File: src/rtl/fnd_pkg.sv
// Shared constants for the 4-digit FND: segment polarity, bit order, hex font and scan states.
package fnd_pkg;

  localparam logic       SEG_ON     = 1'b0;
  localparam int         DP_BIT     = 7;
  localparam logic [7:0] FONT_BLANK = 8'hFF;
  localparam logic [3:0] DIGIT_OFF  = 4'hF;

  // Segment order {dp,g,f,e,d,c,b,a}, active low; entry 0 is the rightmost in this list.
  localparam logic [15:0][7:0] HEX_FONT = {
    8'h8E, 8'h86, 8'hA1, 8'hC6, 8'h83, 8'h88, 8'h90, 8'h80,
    8'hF8, 8'h82, 8'h92, 8'h99, 8'hB0, 8'hA4, 8'hF9, 8'hC0
  };

  typedef enum logic [1:0] {
    ST_IDLE = 2'd0,
    ST_GAP  = 2'd1,
    ST_SHOW = 2'd2
  } scan_state_t;

endpackage

File: src/rtl/fnd_font_decoder.sv
// Nibble to active-low 8-segment glyph, with decimal point and whole-digit blanking.
module fnd_font_decoder
  import fnd_pkg::*;
(
  input  logic [3:0] nibble,
  input  logic       dp,
  input  logic       blank,
  output logic [7:0] font
);

  always_comb begin
    font = blank ? FONT_BLANK : HEX_FONT[nibble];
    if (dp) font[DP_BIT] = SEG_ON;
  end

endmodule

File: src/rtl/fnd_scan_controller.sv
// Autonomous 4-digit FND scanner with anti-ghost gap, leading-zero blanking and
// frame-synchronous display updates.
module fnd_scan_controller
  import fnd_pkg::*;
#(
  parameter int P_SCAN_DIV = 100000,
  parameter int P_GAP      = 16
) (
  input  logic        i_clk,
  input  logic        i_reset,
  input  logic        i_en,
  input  logic [15:0] i_value,
  input  logic [3:0]  i_dp,
  input  logic        i_load,
  input  logic        i_blank_lz,
  output logic [3:0]  o_FND_Digit,
  output logic [7:0]  o_FND_Font,
  output logic [1:0]  o_digit_idx,
  output logic        o_frame
);

  localparam int CW = (P_SCAN_DIV > 1) ? $clog2(P_SCAN_DIV) : 1;

  scan_state_t    state_reg, state_next;
  logic [CW-1:0]  cnt_reg;
  logic [1:0]     idx_reg;
  logic [15:0]    active_reg;
  logic [15:0]    pending_reg;
  logic           pend_flag_reg;

  logic           tick;
  logic           wrap;
  logic           sync;
  logic           lz_blank;
  logic [3:0]     nibble;
  logic [7:0]     dec_font;
  logic [3:0]     digit_next;
  logic [7:0]     font_next;
  logic           frame_next;

  assign tick = (state_reg == ST_SHOW) && (cnt_reg == CW'(P_SCAN_DIV - 1));
  assign wrap = tick && (idx_reg == 2'd3);
  // Active only changes at scan start or frame wrap so a frame never mixes two words.
  assign sync = i_en && (wrap || (state_reg == ST_IDLE));

  always_ff @(posedge i_clk) begin
    if (i_reset) state_reg <= ST_IDLE;
    else         state_reg <= state_next;
  end

  always_comb begin
    state_next = state_reg;
    case (state_reg)
      ST_IDLE: if (i_en) state_next = ST_GAP;
      ST_GAP:  if (cnt_reg == CW'(P_GAP - 1)) state_next = ST_SHOW;
      ST_SHOW: if (tick) state_next = ST_GAP;
      default: state_next = ST_IDLE;
    endcase
    if (!i_en) state_next = ST_IDLE;
  end

  always_ff @(posedge i_clk) begin
    if (i_reset) begin
      cnt_reg       <= '0;
      idx_reg       <= 2'd0;
      active_reg    <= 16'h0000;
      pending_reg   <= 16'h0000;
      pend_flag_reg <= 1'b0;
    end else begin
      if (!i_en || state_reg == ST_IDLE) begin
        cnt_reg <= '0;
        idx_reg <= 2'd0;
      end else if (tick) begin
        cnt_reg <= '0;
        idx_reg <= idx_reg + 2'd1;
      end else begin
        cnt_reg <= cnt_reg + CW'(1);
      end

      // A load arriving on the sync cycle itself bypasses pending straight into active.
      if (sync) begin
        if (i_load)             active_reg <= i_value;
        else if (pend_flag_reg) active_reg <= pending_reg;
        pend_flag_reg <= 1'b0;
      end else if (i_load) begin
        pend_flag_reg <= 1'b1;
      end

      if (i_load) pending_reg <= i_value;
    end
  end

  assign nibble   = active_reg[{idx_reg, 2'b00} +: 4];
  assign lz_blank = i_blank_lz && (idx_reg != 2'd0) &&
                    ((active_reg >> {idx_reg, 2'b00}) == 16'h0000);

  fnd_font_decoder u_font (
    .nibble (nibble),
    .dp     (i_dp[idx_reg]),
    .blank  (lz_blank),
    .font   (dec_font)
  );

  always_comb begin
    digit_next = DIGIT_OFF;
    font_next  = FONT_BLANK;
    frame_next = i_en && wrap;
    if (i_en && state_reg == ST_SHOW) begin
      digit_next = ~(4'b0001 << idx_reg);
      font_next  = dec_font;
    end
  end

  always_ff @(posedge i_clk) begin
    if (i_reset) begin
      o_FND_Digit <= DIGIT_OFF;
      o_FND_Font  <= FONT_BLANK;
      o_digit_idx <= 2'd0;
      o_frame     <= 1'b0;
    end else begin
      o_FND_Digit <= digit_next;
      o_FND_Font  <= font_next;
      o_digit_idx <= idx_reg;
      o_frame     <= frame_next;
    end
  end

endmodule

File: config.mk
export PLATFORM = sky130hd
export DESIGN_NAME = fnd_scan_controller
export DESIGN_NICKNAME = d
export VERILOG_FILES = /design/src/rtl/fnd_pkg.sv /design/src/rtl/fnd_font_decoder.sv /design/src/rtl/fnd_scan_controller.sv
export SDC_FILE = /design/constraint.sdc
export NUM_CORES = 1
export LEC_CHECK = 0
export CORE_MARGIN = 3
export CORE_UTILIZATION = 55
export DETAILED_ROUTE_END_ITERATION = 7
export PLACE_DENSITY = 0.79
export SYNTH_ARGS = -nofsm -noshare
export SYNTH_HDL_FRONTEND = slang
export SYNTH_HIERARCHICAL = 1
export SYNTH_SLANG_ARGS = --single-unit
export TNS_END_PERCENT = 10
File: constraint.sdc
create_clock -name i_clk -period 3.3 [get_ports i_clk]
set_input_delay 0.66 -clock i_clk [delete_from_list [all_inputs] [get_ports i_clk]]
set_output_delay 0.66 -clock i_clk [all_outputs]
set_load 0.1 [all_outputs]
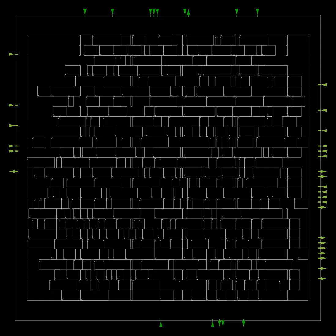
run_1/final_placement.png
Final Non-Filler Cells: 418
sequential cell area share: 0.374
registers: 69
core area: 5300 um^2

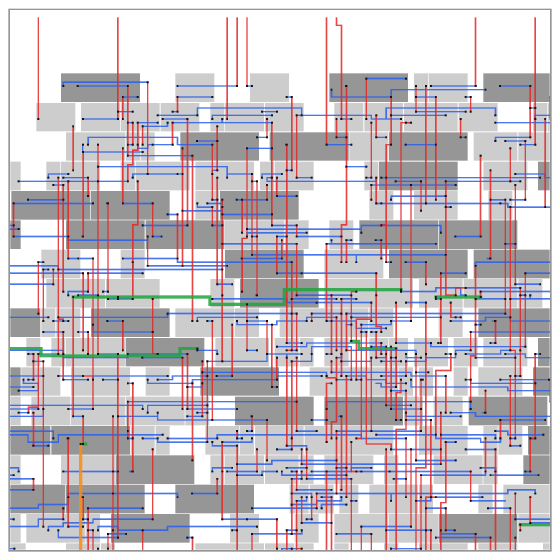
run_1/zoom.png
Window x 16 to 66, y 32 to 82 um. Cells in gray, sequential cells in the stronger gray; small squares are vias.
| layer | color |
|---|---|
| met1 | blue |
| met2 | red |
| met4 | orange |
| met3 | green |
netlist names of flops here include: active_reg (16), pending_reg (9), cnt_reg (3)
most frequent: dfxtp_1 (33), nor2_1 (18), nor2b_1 (16)
cells with their middle in the window: 148
sequential cells in the window: 33

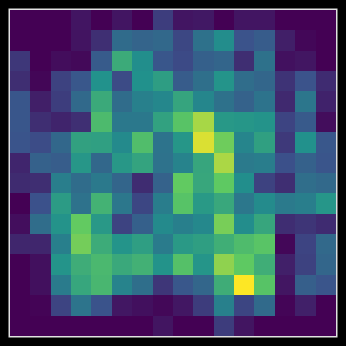
run_1/wire_density.png
(4 px per um) The die is cut into 16 by 16 equal tiles; dark purple is low, yellow is high, scaled to the fullest tile. Values are wire area over tile area, all layers added.
tiles over half the peak: 25%
emptiest ninth of the die: upper left
fullest tile: 0.43
densest ninth of the die: center
nearly empty tiles: 15%

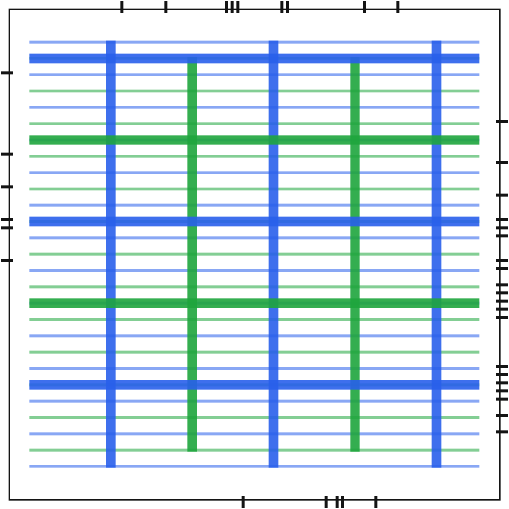
run_1/pdn.png
(6 px per um) Pins as bars on the die edge.
| net | color |
|---|---|
| VDD | green |
| VSS | blue |
met5 straps: 5
signal pins: 40

==> flow_metrics.tcl, run 1 <==
# implementation run metrics
set metrics [dict create \
    die_y_um 81.5 \
    cp-end-kind "flop" \
    maxCapViolCount 0 \
    clockBufferCount 14 \
    post_cts_buffers 0 \
    drc 0 \
    common_cells "dfxtp_1 (69), nor2_1 (49), mux2i_1 (20)" \
    skew_ns 0.00560 \
    drt-initial-drc-count 76 \
    openroad.warnings 35 \
    max_freq_mhz 364 \
    switching_share 0.214 \
    grt_max_degree 36 \
    area_share_nonclk_buffers 0.101 \
    netSwitchingPower_mw 0.360 \
    powerDensity_nw_per_um2 455 \
    root_buffer "clkbuf_8" \
    worstPathMaxFanout 9 \
    cts.reportedPaths.clkPinSlew_ns 0.07 \
    maxSlewHeadroom 0.339 \
    status "finished clean" \
    clk-power_mw 0.676 \
    ys_cells 307 \
    final.period_utilization 0.834 \
    cp-start-kind "flop" \
    avgSynthCellArea_um2 10.2 \
    r2r-start "idx_reg[0]$_SDFFE_PP0P_" \
    synth-edff-count 0 \
    cp_slowest_cell "mux4_2" \
    syn_inst 307 \
    clkLatencyLatePin_ns 0.33 \
    holdBufCountCts 0 \
    crit_path_start "idx_reg[0]$_SDFFE_PP0P_" \
    holdWs_ns 0.469 \
    dp_cells 403 \
    synth_cell_types 44 \
    netlist.area_leader.share 0.441 \
    nMultiInputCombCells 214 \
    top_usage_layer "met2" \
    cts_resized 0 \
    top_area_cell "dfxtp_1" \
    logic_area_um2 1620 \
    fin_nets 381 \
    internal-power_mw 1.32 \
    clkCellAreaFrac 0.0522 \
    via_count 2204 \
    route.met3.wl_um 315 \
    grt_pass1_vias 2092 \
    finalCriticalPeriod_ns 2.75 \
    compound_area_frac 0.0387 \
]
run_1/drive_strength.png
(3 px per um)
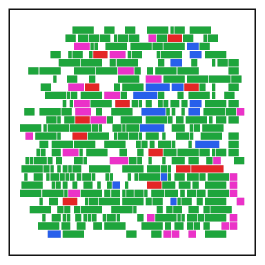

## Run 2: what changed since run 1
Clock period 3.3 ns to 2.8 ns, I/O delays scaled along.
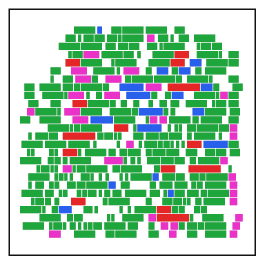
run_2/drive_strength.png
(3 px per um)
| size | color | cells | share |
|---|---|---|---|
| drive 3 to 4 | magenta | 33 | 9.4% |
| drive 1 or less | green | 288 | 82% |
| drive 2 | blue | 17 | 4.8% |
| drive 6 and up | red | 14 | 4.0% |

==> flow_metrics.tcl, run 2 <==
# implementation run metrics
set metrics [dict create \
    seqAreaFraction 0.365 \
    post_cts_buffers 0 \
    cts_resized 0 \
    status "finished clean" \
    netSwitchingPower_mw 0.443 \
    avgSynthCellArea_um2 10.2 \
    area_share_nonclk_buffers 0.103 \
    cp_slowest_cell "mux4_2" \
    maxSlewHeadroom 0.362 \
    cp-start-kind "flop" \
    final.period_utilization 0.912 \
    fin_nets 384 \
    logic_area_um2 1620 \
    stdcell_count 422 \
    syn_inst 307 \
    openroad.warnings 35 \
    clk-power_mw 1.06 \
    drt-initial-drc-count 75 \
    grt_max_degree 36 \
    route.met3.wl_um 310 \
    maxCapViolCount 0 \
    skew_ns 0.00563 \
    common_cells "dfxtp_1 (69), nor2_1 (49), mux2i_1 (20)" \
    grt_pass1_vias 2191 \
    cp-end-kind "flop" \
    finalCriticalPeriod_ns 2.55 \
    netlist.area_leader.share 0.441 \
    coreArea_um2 5300 \
    flops 69 \
    holdWs_ns 0.477 \
    synth-edff-count 0 \
    top_usage_layer "met2" \
    synth_cell_types 44 \
    drc 0 \
    nMultiInputCombCells 214 \
    powerDensity_nw_per_um2 593 \
    holdBufCountCts 0 \
    switching_share 0.197 \
]
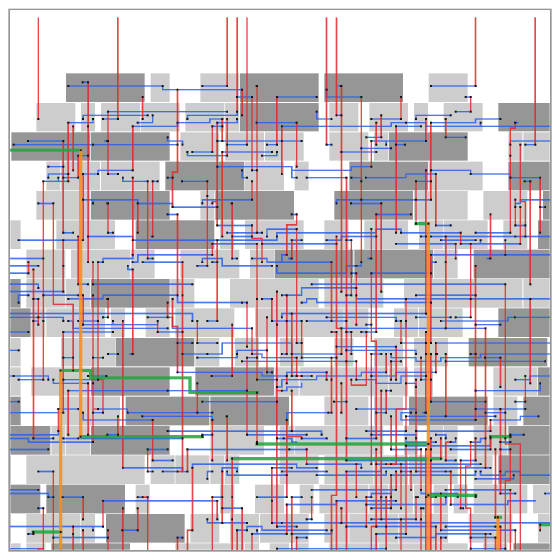
run_2/zoom.png
Window x 16 to 66, y 32 to 82 um. Cells in gray, sequential cells in the stronger gray; small squares are vias.

